### config.mk
export PLATFORM = sky130hd
export DESIGN_NAME = spi_master_mode
export DESIGN_NICKNAME = d
export VERILOG_FILES = /design/src/rtl/spi_pkg.sv /design/src/rtl/spi_clk_gen.sv /design/src/rtl/spi_master_mode.sv
export SDC_FILE = /design/constraint.sdc
export NUM_CORES = 1
export LEC_CHECK = 0
export CORE_MARGIN = 10
export CORE_UTILIZATION = 57
export DETAILED_ROUTE_END_ITERATION = 10
export PLACE_DENSITY_LB_ADDON = 0.3
export SLEW_MARGIN = 20
export SYNTH_ARGS = -nofsm -noshare
export SYNTH_HDL_FRONTEND = slang
export SYNTH_SLANG_ARGS = --single-unit
### constraint.sdc
create_clock -name clk -period 3.9 [get_ports clk]
set_input_delay 0.39 -clock clk [delete_from_list [all_inputs] [get_ports clk]]
set_output_delay 0.39 -clock clk [all_outputs]
set_load 0.005 [all_outputs]
### src/rtl/spi_pkg.sv
`default_nettype none
// +----------------------------------------------------------------------+
// | Module  : spi_pkg                                                    |
// | Brief   : Shared state encoding, defaults and SPI mode constants.    |
// | Rev     : 1.0                                                        |
// +----------------------------------------------------------------------+
package spi_pkg;

  localparam int DEF_DATA_W  = 8;
  localparam int DEF_CLK_DIV = 8;

  // {cpol, cpha}
  localparam logic [1:0] MODE0 = 2'b00;
  localparam logic [1:0] MODE1 = 2'b01;
  localparam logic [1:0] MODE2 = 2'b10;
  localparam logic [1:0] MODE3 = 2'b11;

  typedef enum logic [2:0] {
    ST_IDLE  = 3'd0,
    ST_SETUP = 3'd1,
    ST_XFER  = 3'd2,
    ST_HOLD  = 3'd3,
    ST_TRAIL = 3'd4
  } spi_state_e;

endpackage
`default_nettype wire

### src/rtl/spi_clk_gen.sv
`default_nettype none
// +----------------------------------------------------------------------+
// | Module  : spi_clk_gen                                                |
// | Brief   : SCLK divider and edge counter producing lead/trail/last.   |
// | Rev     : 1.0                                                        |
// +----------------------------------------------------------------------+
module spi_clk_gen
  import spi_pkg::*;
#(
  parameter int DATA_W  = DEF_DATA_W,
  parameter int CLK_DIV = DEF_CLK_DIV
) (
  input  logic clk,
  input  logic rst_n,
  input  logic run,
  input  logic edge_en,
  output logic tick,
  output logic lead,
  output logic trail,
  output logic last
);

  localparam int c_div_w  = $clog2(CLK_DIV);
  localparam int c_edge_w = $clog2(2 * DATA_W);
  localparam logic [c_div_w-1:0]  c_div_last  = c_div_w'(CLK_DIV - 1);
  localparam logic [c_edge_w-1:0] c_edge_last = c_edge_w'(2 * DATA_W - 1);

  logic [c_div_w-1:0]  r_div;
  logic [c_edge_w-1:0] r_edge;
  logic                w_edge;

  assign tick   = run && (r_div == c_div_last);
  assign w_edge = tick && edge_en;
  // Edge index 0 is SCLK edge 1, so even indices are leading edges.
  assign lead   = w_edge && !r_edge[0];
  assign trail  = w_edge && r_edge[0];
  assign last   = trail && (r_edge == c_edge_last);

  always_ff @(posedge clk or negedge rst_n) begin
    if (!rst_n) begin
      r_div  <= '0;
      r_edge <= '0;
    end else begin
      if (run)
        r_div <= tick ? '0 : r_div + 1'b1;
      if (w_edge)
        r_edge <= last ? '0 : r_edge + 1'b1;
    end
  end

endmodule
`default_nettype wire

### src/rtl/spi_master_mode.sv
`default_nettype none
// +----------------------------------------------------------------------+
// | Module  : spi_master_mode                                            |
// | Brief   : SPI master, all four modes, multi-CS with held bursts.     |
// | Rev     : 1.0                                                        |
// +----------------------------------------------------------------------+
module spi_master_mode
  import spi_pkg::*;
#(
  parameter int  DATA_W  = DEF_DATA_W,
  parameter int  CLK_DIV = DEF_CLK_DIV,
  parameter int  CS_NUM  = 1,
  localparam int CS_W    = (CS_NUM > 1) ? $clog2(CS_NUM) : 1
) (
  input  logic              clk,
  input  logic              rst_n,
  input  logic              req,
  output logic              ready,
  input  logic [DATA_W-1:0] din,
  input  logic              cpol,
  input  logic              cpha,
  input  logic [CS_W-1:0]   cs_sel,
  input  logic              hold,
  input  logic              release_burst,
  output logic              done,
  output logic [DATA_W-1:0] dout,
  output logic              spi_sclk,
  output logic              spi_mosi,
  input  logic              spi_miso,
  output logic [CS_NUM-1:0] spi_cs_n
);

  spi_state_e        r_state;
  spi_state_e        w_next;
  logic              r_cpha;
  logic              r_hold;
  logic              r_fin;
  logic              r_done;
  logic              r_sclk;
  logic              r_mosi;
  logic [CS_W-1:0]   r_cs;
  logic [CS_NUM-1:0] r_cs_n;
  logic [CS_NUM-1:0] w_cs_n_sel;
  logic [DATA_W-1:0] r_tx;
  logic [DATA_W-1:0] r_rx;
  logic [DATA_W-1:0] r_dout;
  logic              w_ready;
  logic              w_accept;
  logic              w_run;
  logic              w_edge_en;
  logic              w_tick;
  logic              w_lead;
  logic              w_trail;
  logic              w_last;
  logic              w_shift;
  logic              w_sample;

  // A held burst may only continue on the slave it already owns.
  always_comb begin
    w_ready = 1'b0;
    case (r_state)
      ST_IDLE: w_ready = 1'b1;
      ST_HOLD: w_ready = !(req && (cs_sel != r_cs));
      default: w_ready = 1'b0;
    endcase
  end

  assign w_accept  = req && w_ready;
  assign w_edge_en = (r_state == ST_XFER) && !r_fin;
  assign w_run     = (r_state == ST_SETUP) || (r_state == ST_TRAIL) || w_edge_en;
  assign w_shift   = r_cpha ? w_lead : (w_trail && !w_last);
  assign w_sample  = r_cpha ? w_trail : w_lead;

  always_comb begin
    w_cs_n_sel = '1;
    for (int i = 0; i < CS_NUM; i++)
      if (cs_sel == CS_W'(i))
        w_cs_n_sel[i] = 1'b0;
  end

  spi_clk_gen #(
    .DATA_W  (DATA_W),
    .CLK_DIV (CLK_DIV)
  ) u_clk_gen (
    .clk     (clk),
    .rst_n   (rst_n),
    .run     (w_run),
    .edge_en (w_edge_en),
    .tick    (w_tick),
    .lead    (w_lead),
    .trail   (w_trail),
    .last    (w_last)
  );

  always_ff @(posedge clk or negedge rst_n) begin
    if (!rst_n)
      r_state <= ST_IDLE;
    else
      r_state <= w_next;
  end

  always_comb begin
    w_next = r_state;
    case (r_state)
      ST_IDLE:  if (w_accept) w_next = ST_SETUP;
      ST_SETUP: if (w_tick) w_next = ST_XFER;
      ST_XFER:  if (r_fin) w_next = r_hold ? ST_HOLD : ST_TRAIL;
      ST_HOLD: begin
        if (w_accept)
          w_next = ST_XFER;
        else if (release_burst)
          w_next = ST_TRAIL;
      end
      ST_TRAIL: if (w_tick) w_next = ST_IDLE;
      default:  w_next = ST_IDLE;
    endcase
  end

  // r_sclk doubles as the latched cpol: 2*DATA_W toggles always bring it back.
  always_ff @(posedge clk or negedge rst_n) begin
    if (!rst_n) begin
      r_cpha <= 1'b0;
      r_hold <= 1'b0;
      r_fin  <= 1'b0;
      r_done <= 1'b0;
      r_sclk <= 1'b0;
      r_mosi <= 1'b0;
      r_cs   <= '0;
      r_cs_n <= '1;
      r_tx   <= '0;
      r_rx   <= '0;
      r_dout <= '0;
    end else begin
      r_fin  <= w_last;
      r_done <= r_fin;
      if (r_fin)
        r_dout <= r_rx;
      if (w_lead || w_trail)
        r_sclk <= ~r_sclk;
      if (w_sample)
        r_rx <= {r_rx[DATA_W-2:0], spi_miso};
      if (w_shift) begin
        r_mosi <= r_tx[DATA_W-1];
        r_tx   <= r_tx << 1;
      end
      if (w_accept) begin
        r_cpha <= cpha;
        r_cs   <= cs_sel;
        r_hold <= hold;
        if (cpha) begin
          r_tx <= din;
        end else begin
          r_tx   <= din << 1;
          r_mosi <= din[DATA_W-1];
        end
        if (r_state == ST_IDLE) begin
          r_sclk <= cpol;
          r_cs_n <= w_cs_n_sel;
        end
      end
      if ((r_state == ST_TRAIL) && w_tick)
        r_cs_n <= '1;
    end
  end

  assign ready    = w_ready;
  assign done     = r_done;
  assign dout     = r_dout;
  assign spi_sclk = r_sclk;
  assign spi_mosi = r_mosi;
  assign spi_cs_n = r_cs_n;

endmodule
`default_nettype wire

Fig. 1: placed cells, one colour a class
Fill, decap, tap and diode cells in grey.
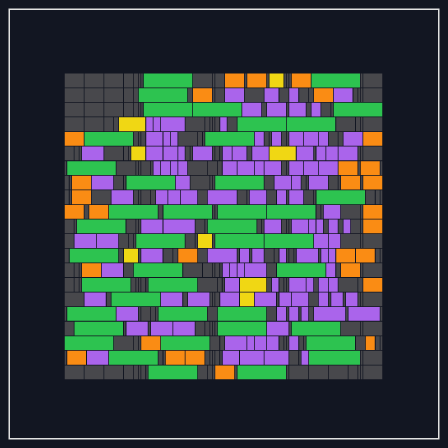
colour	class	cells	share of their area
purple	all other logic	120	40%
yellow	clock drivers and dummy loads	8	3.4%
green	flip-flops	42	45%
orange	other buffers and delay cells	29	12%
sequential share of cell area: 43.7%
Rows: 21

Fig. 2: port wiring
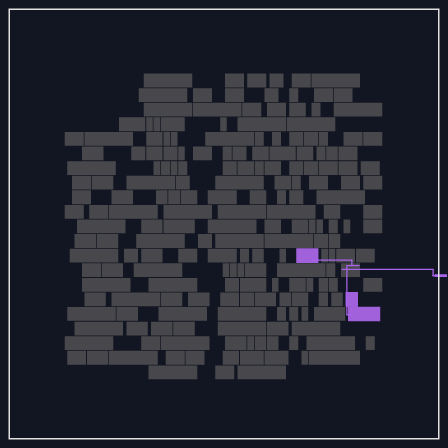
colour	port	bits	direction	edge	end cells	buffers	wire
purple	cs_sel	1	input	right	3	1	39.7 um
num ports: 30
PortBufs: 29

==> metrics.cfg <==
[flow_run]
warnings = 26
maxcap_viol_count = 0

[final_timing]
fin_worst_skew_ns = 0.00908
setup_violations = 0
hold_ws_ns = 0.146
fin_tns_setup_ns = 0
post-route-worst-setup-slack_ns = 1.58
layout_worst_path_cycle_share_pct = 59.4
final.min_clock_period_ns = 2.32

[synth]
flop_cell = sky130_fd_sc_hd__dfrtp_1
synth.ff_latch_count = 42
synthAdderAreaFrac_pct = 1.84
yosys-top-cells-area = sky130_fd_sc_hd__dfrtp_1 (50%), sky130_fd_sc_hd__mux2_2 (12%), sky130_fd_sc_hd__mux2i_1 (3.9%), sky130_fd_sc_hd__a32oi_1 (3.0%), sky130_fd_sc_hd__a22oi_1 (2.9%)
compound_area_share_pct = 14.7
yosys-mux-area-fraction_pct = 17.0
postSynthNetCount = 191
yosysWarningCount = 0
yosys.cell_types.count = 40
synth.comb.largest_family = multiplexers
netlist.top_cell.by_instances = sky130_fd_sc_hd__dfrtp_1

[clock_tree]
cts-root-buf = sky130_fd_sc_hd__clkbuf_4
ctsHoldBuffers = 0
clkSinkCount = 42
cts_tree = done
cts.repair.resized = 0

[route]
top_layer = met4
detail_route.vias_per_cell = 6.01
met3_length_um = 385
detail_route.first_pass.iterations = 4
met1Wirelength_mm = 1.79
met2_wirelength_mm = 2.03
wl_per_cell_um = 17.5
detailroute.via_count = 1472

[pwr]
share_seq_of_total_power_pct = 44.3
power.combinational.total_uw = 575
power_switching_uw = 539
sw_frac_of_total_pct = 35.9
clkPwrFrac_pct = 17.4

[worst_setup_path]
r2r_end = r_rx[4]
timing.critical_path.to_type = output pin
critical_path_arrival_ns = 1.93
crit_path_end = ready
start_kind = register
cp_slowest_stage_delay_ns = 0.58
worstPathCellList = nand2_1 -> a21oi_1 -> nor2_1 -> nor2_1 -> clkdlybuf4s50_1
worstRegToRegCells = 5
rr_startpoint = u_clk_gen.r_div[0]
path_max_fanout = 11
cp.depth = 5

[global_routing]
grt_antenna_before_repair = 0
globalRoute.totalOverflow = 0
grt.busiest_layer = met2
met1_track_utilization_from_global_routing_pct = 16.9

[cells_and_area]
final_common_cell = sky130_fd_sc_hd__dfrtp_1
area_share_nonclk_buffers_pct = 11.9
antenna_cells_inserted = 0
layout.area.comb_um2 = 930
area_share_clock_buf_inv_pct = 3.27
finish.instance_area_um2 = 2410
count_of_nets_after_finishing = 218
inverters_excl_clock = 1
n_clock_buffer = 8
total_of_plain_and_repair_buffers_excluding_clock_buffers = 29
fin_cells = 245
largestClassByArea = sequential cells

[placed_design]
place_area_um2 = 2330
gp_congestion = 0.753

[outcome]
status = finished clean

Fig. 3: cell placement
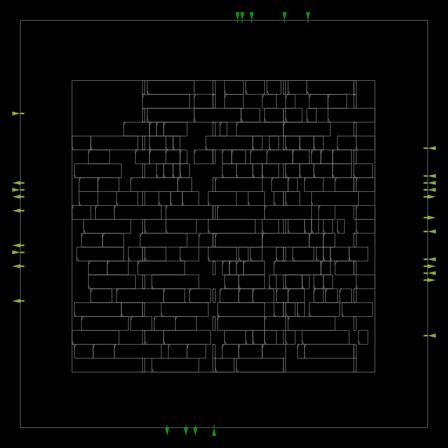
layout filler cell count: 247
Final Core Density: 71.0%
Taps Inserted: 46
layout sequential cell count: 42
placeable core area: 3390 um2

